===== config.mk =====
export PLATFORM = sky130hd
export DESIGN_NAME = rx_stats_publish
export DESIGN_NICKNAME = d
export VERILOG_FILES = /design/src/rtl/rx_stats_publish.sv
export SDC_FILE = /design/constraint.sdc
export NUM_CORES = 1
export LEC_CHECK = 0
export CAP_MARGIN = 20
export CORE_ASPECT_RATIO = 1.5
export CORE_MARGIN = 3
export CORE_UTILIZATION = 52
export CTS_BUF_LIST = sky130_fd_sc_hd__clkbuf_2
export DETAILED_ROUTE_END_ITERATION = 7
export PLACE_DENSITY = 0.79
export SLEW_MARGIN = 20
export SYNTH_ARGS = -nofsm -noshare
export SYNTH_HDL_FRONTEND = slang
export SYNTH_SLANG_ARGS = --single-unit
export TNS_END_PERCENT = 100

===== constraint.sdc =====
create_clock -name clk_i -period 2.2 [get_ports clk_i]
set_input_delay 0.44 -clock clk_i [delete_from_list [all_inputs] [get_ports clk_i]]
set_output_delay 0.44 -clock clk_i [all_outputs]
set_load 0.005 [all_outputs]

===== src/rtl/rx_stats_publish.sv =====
// rx_stats_publish: counts good frames, good bytes and dropped frames, and publishes
// a coherent snapshot every PUB_PERIOD cycles; published words only move on publish edges.
module rx_stats_publish #(
    parameter int CNT_W      = 32,
    parameter int PUB_PERIOD = 1024
) (
    input  logic             clk_i,
    input  logic             rst_i,
    input  logic             stat_valid_i,
    input  logic             stat_good_i,
    input  logic [15:0]      stat_len_i,
    input  logic             clr_i,
    output logic [CNT_W-1:0] pub_pkts_o,
    output logic [CNT_W-1:0] pub_bytes_o,
    output logic [CNT_W-1:0] pub_drops_o,
    output logic [7:0]       pub_seq_o,
    output logic             pub_strobe_o
);

    localparam int               PER_W    = (PUB_PERIOD > 1) ? $clog2(PUB_PERIOD) : 1;
    localparam logic [PER_W-1:0] PER_LAST = PER_W'(PUB_PERIOD - 1);

    // Stage 1: registered copy of the frame status.
    logic             s1_vld_q,  s1_vld_d;
    logic             s1_good_q, s1_good_d;
    logic [15:0]      s1_len_q,  s1_len_d;

    // Stage 2: live counters.
    logic [CNT_W-1:0] live_pkts_q,  live_pkts_d;
    logic [CNT_W-1:0] live_bytes_q, live_bytes_d;
    logic [CNT_W-1:0] live_drops_q, live_drops_d;

    // Publish side.
    logic [PER_W-1:0] per_cnt_q,   per_cnt_d;
    logic [CNT_W-1:0] pub_pkts_q,  pub_pkts_d;
    logic [CNT_W-1:0] pub_bytes_q, pub_bytes_d;
    logic [CNT_W-1:0] pub_drops_q, pub_drops_d;
    logic [7:0]       pub_seq_q,   pub_seq_d;
    logic             pub_stb_q,   pub_stb_d;
    logic             tick;

    always_comb begin
        s1_vld_d  = stat_valid_i;
        s1_good_d = stat_good_i;
        s1_len_d  = stat_len_i;
    end

    // clr wins over the stage-1 entry, which drops the frame sampled just before it.
    always_comb begin
        live_pkts_d  = live_pkts_q;
        live_bytes_d = live_bytes_q;
        live_drops_d = live_drops_q;
        if (clr_i) begin
            live_pkts_d  = '0;
            live_bytes_d = '0;
            live_drops_d = '0;
        end else if (s1_vld_q) begin
            if (s1_good_q) begin
                live_pkts_d  = live_pkts_q + 1'b1;
                live_bytes_d = live_bytes_q + CNT_W'(s1_len_q);
            end else begin
                live_drops_d = live_drops_q + 1'b1;
            end
        end
    end

    // The snapshot samples the pre-update live values, so a coincident clr is still reported.
    always_comb begin
        tick        = (per_cnt_q == PER_LAST);
        per_cnt_d   = tick ? '0 : per_cnt_q + 1'b1;
        pub_pkts_d  = pub_pkts_q;
        pub_bytes_d = pub_bytes_q;
        pub_drops_d = pub_drops_q;
        pub_seq_d   = pub_seq_q;
        pub_stb_d   = tick;
        if (tick) begin
            pub_pkts_d  = live_pkts_q;
            pub_bytes_d = live_bytes_q;
            pub_drops_d = live_drops_q;
            pub_seq_d   = pub_seq_q + 8'd1;
        end
    end

    always_ff @(posedge clk_i) begin
        if (rst_i) begin
            s1_vld_q     <= 1'b0;
            s1_good_q    <= 1'b0;
            s1_len_q     <= '0;
            live_pkts_q  <= '0;
            live_bytes_q <= '0;
            live_drops_q <= '0;
            per_cnt_q    <= '0;
            pub_pkts_q   <= '0;
            pub_bytes_q  <= '0;
            pub_drops_q  <= '0;
            pub_seq_q    <= '0;
            pub_stb_q    <= 1'b0;
        end else begin
            s1_vld_q     <= s1_vld_d;
            s1_good_q    <= s1_good_d;
            s1_len_q     <= s1_len_d;
            live_pkts_q  <= live_pkts_d;
            live_bytes_q <= live_bytes_d;
            live_drops_q <= live_drops_d;
            per_cnt_q    <= per_cnt_d;
            pub_pkts_q   <= pub_pkts_d;
            pub_bytes_q  <= pub_bytes_d;
            pub_drops_q  <= pub_drops_d;
            pub_seq_q    <= pub_seq_d;
            pub_stb_q    <= pub_stb_d;
        end
    end

    assign pub_pkts_o   = pub_pkts_q;
    assign pub_bytes_o  = pub_bytes_q;
    assign pub_drops_o  = pub_drops_q;
    assign pub_seq_o    = pub_seq_q;
    assign pub_strobe_o = pub_stb_q;

endmodule


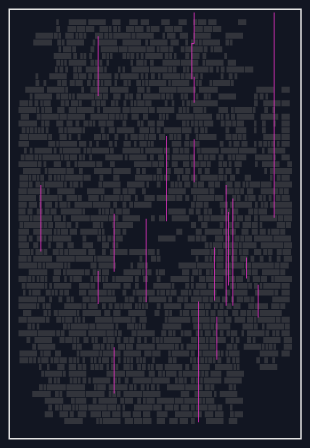
(M4 wires)
Cells faint in the background.
The layer holds 2.3% of the routed length. The wires run mostly vertical.
Routed Wire Length: 23.7 mm
routed vias: 8724

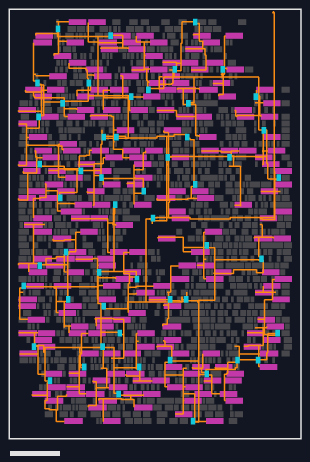
(clock wires, drivers and flops)
Scale bar: 20 um.
Key: clock wires = orange [length 2950 um]; flip-flops = magenta [count 229]; clock drivers = cyan [count 52]
There are 53 routed clock nets. Position of the flops: spread over the die.
final setup skew: 34.8 ps
clock power share: 37.5%
Late-Pin Clk Latency: 790 ps
Clock group: 2660 uW

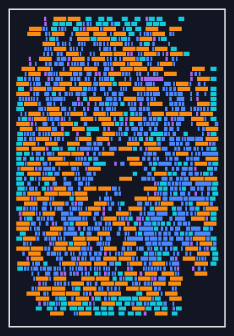
(placement by cell class)
Key: flops = orange [cells 229]; other buffers and delay cells = cyan [cells 196]; combinational and other logic = blue [cells 866]; clock drivers and dummy loads = purple [cells 93]
FP Rows: 60
final core utilization: 67.8%
final instance area: 12200 um^2
flop share of the area: 38.0%
Core Area: 18000 um^2

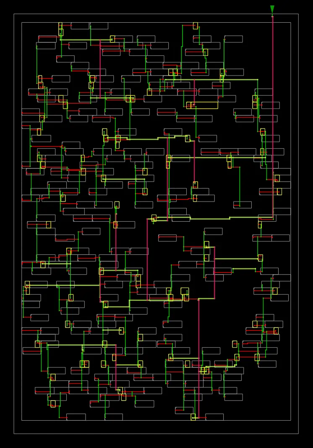
(clock wiring as the flow saved it)
clock buffer count in the final layout: 76
CTS Sinks: 229
flop count: 229

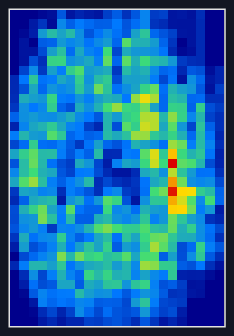
(wire density map)
23 x 34 tiles, from dark blue (low) to red (high), scaled to the fullest tile. Values are wire area over tile area, all layers added.
The mean over all tiles is 0.19. The emptiest ninth of the die: top right. The fullest tile reaches 0.67.

==> worst paths after layout <==
kind | to | start | depth (start not counted)
worst max register to register | live_bytes_q[30] | live_bytes_q[11] | 8
worst min register to register | pub_drops_o[24] | pub_drops_o[24] | 2
worst min-delay path | s1_len_q[10] | stat_len_i[10] | 2
worst max-delay path | live_bytes_q[30] | live_bytes_q[11] | 8
==> cell usage after synthesis (all sizes together), types with 2 or more instances <==
master  instances  area share (%)
nand2         265              10
dfxtp         229              48
a21oi         143             7.5
nor2           85             3.3
nand3          50             2.6
xor2           46             4.2
clkbuf         41             1.6
o21ai          28             1.5
nand4          26             1.9
xnor2          24             2.2
buf            21            0.94
ha             20             2.6
nor2b          18             1.2
nor3           18             1.1
or3            17             1.1
and3           16             1.0
and4           15             1.4
a21o           12            0.94
nor4           11            0.88
inv            10            0.39
a31oi           8            0.59
a2111o          6            0.71
or4             6            0.51
nand2b          5            0.33
a31o            3            0.27
and2            3            0.20
o21a            3            0.24
o21bai          3            0.24
a211o           2            0.18
a211oi          2            0.16
mux2i           2            0.21
nor3b           2            0.16
o211a           2            0.21
o31a            2            0.18
o31ai           2            0.16
or2             2            0.13
==> layout make-up <==
cell class / instances / area (um^2)
sequential: 229 / 4650
timing repair buffer: 196 / 1860
inverter: 10 / 37.5
tap: 217 / 272
fill: 1484 / 5800
clock inverter: 17 / 95.1
multi-input combinational: 856 / 4920
clock buffer: 76 / 380
antenna: 1 / 2.50
==> logic make-up after synthesis <==
logic type / after synthesis
AOI/OAI and AO/OA: 221
xor gates and xnor gates: 70
adders and majority gates: 21
buffers and inverters: 72
DFF: 229
muxes: 2
and+or+nand+nor: 542
==> through the flow <==
stage | total power [uW] | TNS (ps) | utilization (%) | setup slack, ps
5_1_grt | 7440 | -367 | 67.8 | -62.6
4_1_cts | 7200 | 0 | 66.5 | 3.34
6_report | 7100 | 0 | 67.8 | 24.9
3_3_place_gp | 4520 | 0 | 63.3 | 16.1
3_5_place_dp | 4520 | -112 | 63.3 | -54.6
2_1_floorplan | 4410 | -38.8 | - | -38.8
==> critical path: stages, from the launching register on <==
cell and delay [ps]:
dfxtp_2 350, ha_4 290, and2_1 150, nand4_1 120
nor4_1 270, buf_4 170, a31oi_4 40, and4_1 210
or4_1 450
==> repair_timing <==
item	CTS	global route
buffers inserted	7	3
hold buffers	1	0
hold endpoints to repair	3	0
setup endpoints to repair	20	67
resized	23	73
pin swaps	4	12
cloned	0	0
==> per-layer routing <==
metal	GRT usage, %	routed length, um	share of wire, %	up-vias
met1	24.2	9190	39	4143
met4	8.58	536	2.3	0
met5	0	0	0	-
li1	-	-	-	4376
met3	4.59	841	3.6	44
met2	44.8	13100	55	161
==> power breakdown <==
part           leakage [uW]  switching, uW  internal (uW)
registers           0.00188           18.4           4170
clock network      0.000357           1620           1040
logic               0.00241            148            109
==> state kept, by name, summed over array words and instances, names as in the netlist <==
name          count
s1_len_q         16
live_bytes_q     32
pub_bytes_o      32
pub_pkts_o       32
pub_strobe_o      1
live_drops_q     32
live_pkts_q      32
per_cnt_q        10
s1_good_q         1
pub_drops_o      32
s1_vld_q          1
pub_seq_o         8
==> qor.csv <==
stage,metric,value,unit
final_layout,layout cell share with drive strength beyond 1,17.1,%
global_routing,Total GRT Usage,23.2,%
logic_synthesis,number of enable flip-flop cells,0,
cts,CTS tree,yes,
global_routing,first-pass GRT wire length,38.7,mm
die,Die W,117,um
logic_synthesis,Yosys Instances,1157,
route,Wirelength per Cell,14.8,um
cts,TritonCTS Buffers,52,
global_routing,largest net degree at the start of global routing,132,
sta,worst slew pin tran,575,ps
sta,Setup Viol. Count Final,0,
critical_path,worst-path maximum fanout,6,
logic_synthesis,Syn Inst Count,1157,
logic_synthesis,"XOR Share, Synth",6.41,%
power_and_ir_drop,Worst VDD drop,405,uV
sta,Final min period,2180,ps
cts,clock root cell,clkbuf_2,
logic_synthesis,synthesized cell area,9570,um^2
placement,HPWL Detailed,15.8,mm
critical_path,Startpoint Class,flop,
placement,Final Wtd Congestion,0.908,
sta,Slew HR,61.7,%
logic_synthesis,Synth Seq Share,47.9,%
logic_synthesis,"Avg Cell Area, Syn",8.27,um^2
cts,Max Buffers Root-to-Sink,3,
critical_path,Critical Path AT,2840,ps
logic_synthesis,yosys aoi share,13.2,%
logic_synthesis,mux share,0.209,%
sta,Slew Limit Fails,0,
final_layout,Final Non-Filler Cells,1602,
power_and_ir_drop,P_leak,0.00464,uW
global_routing,Overflow after GRT,0,
final_layout,Top cell excl fill/tap,nand2_1,
logic_synthesis,"Simple Share, Synth",26.5,%
logic_synthesis,Yosys reg bits,229,
logic_synthesis,async set-reset flop share out of synthesis,0,%
route,Initial DRC Count,451,
critical_path,CP required,2870,ps
global_routing,number of global-route vias before repair,8664,
global_routing,initial antenna violation count,1,
sta,worst hold margin,205,ps
die,io pins,126,
status,run status,"finished, final reports clean",
final_layout,# nets final,1387,
final_layout,Top cells excl fill/tap,"nand2_1, dfxtp_1, a21oi_1",
logic_synthesis,yosys synthesis chip area,9570,um^2
sta,Fmax achieved,460,MHz
die,die area,20100,um^2
final_layout,Layout area overhead,27.7,%
Power figures rest on the tool's default switching activity, not on a simulated workload.
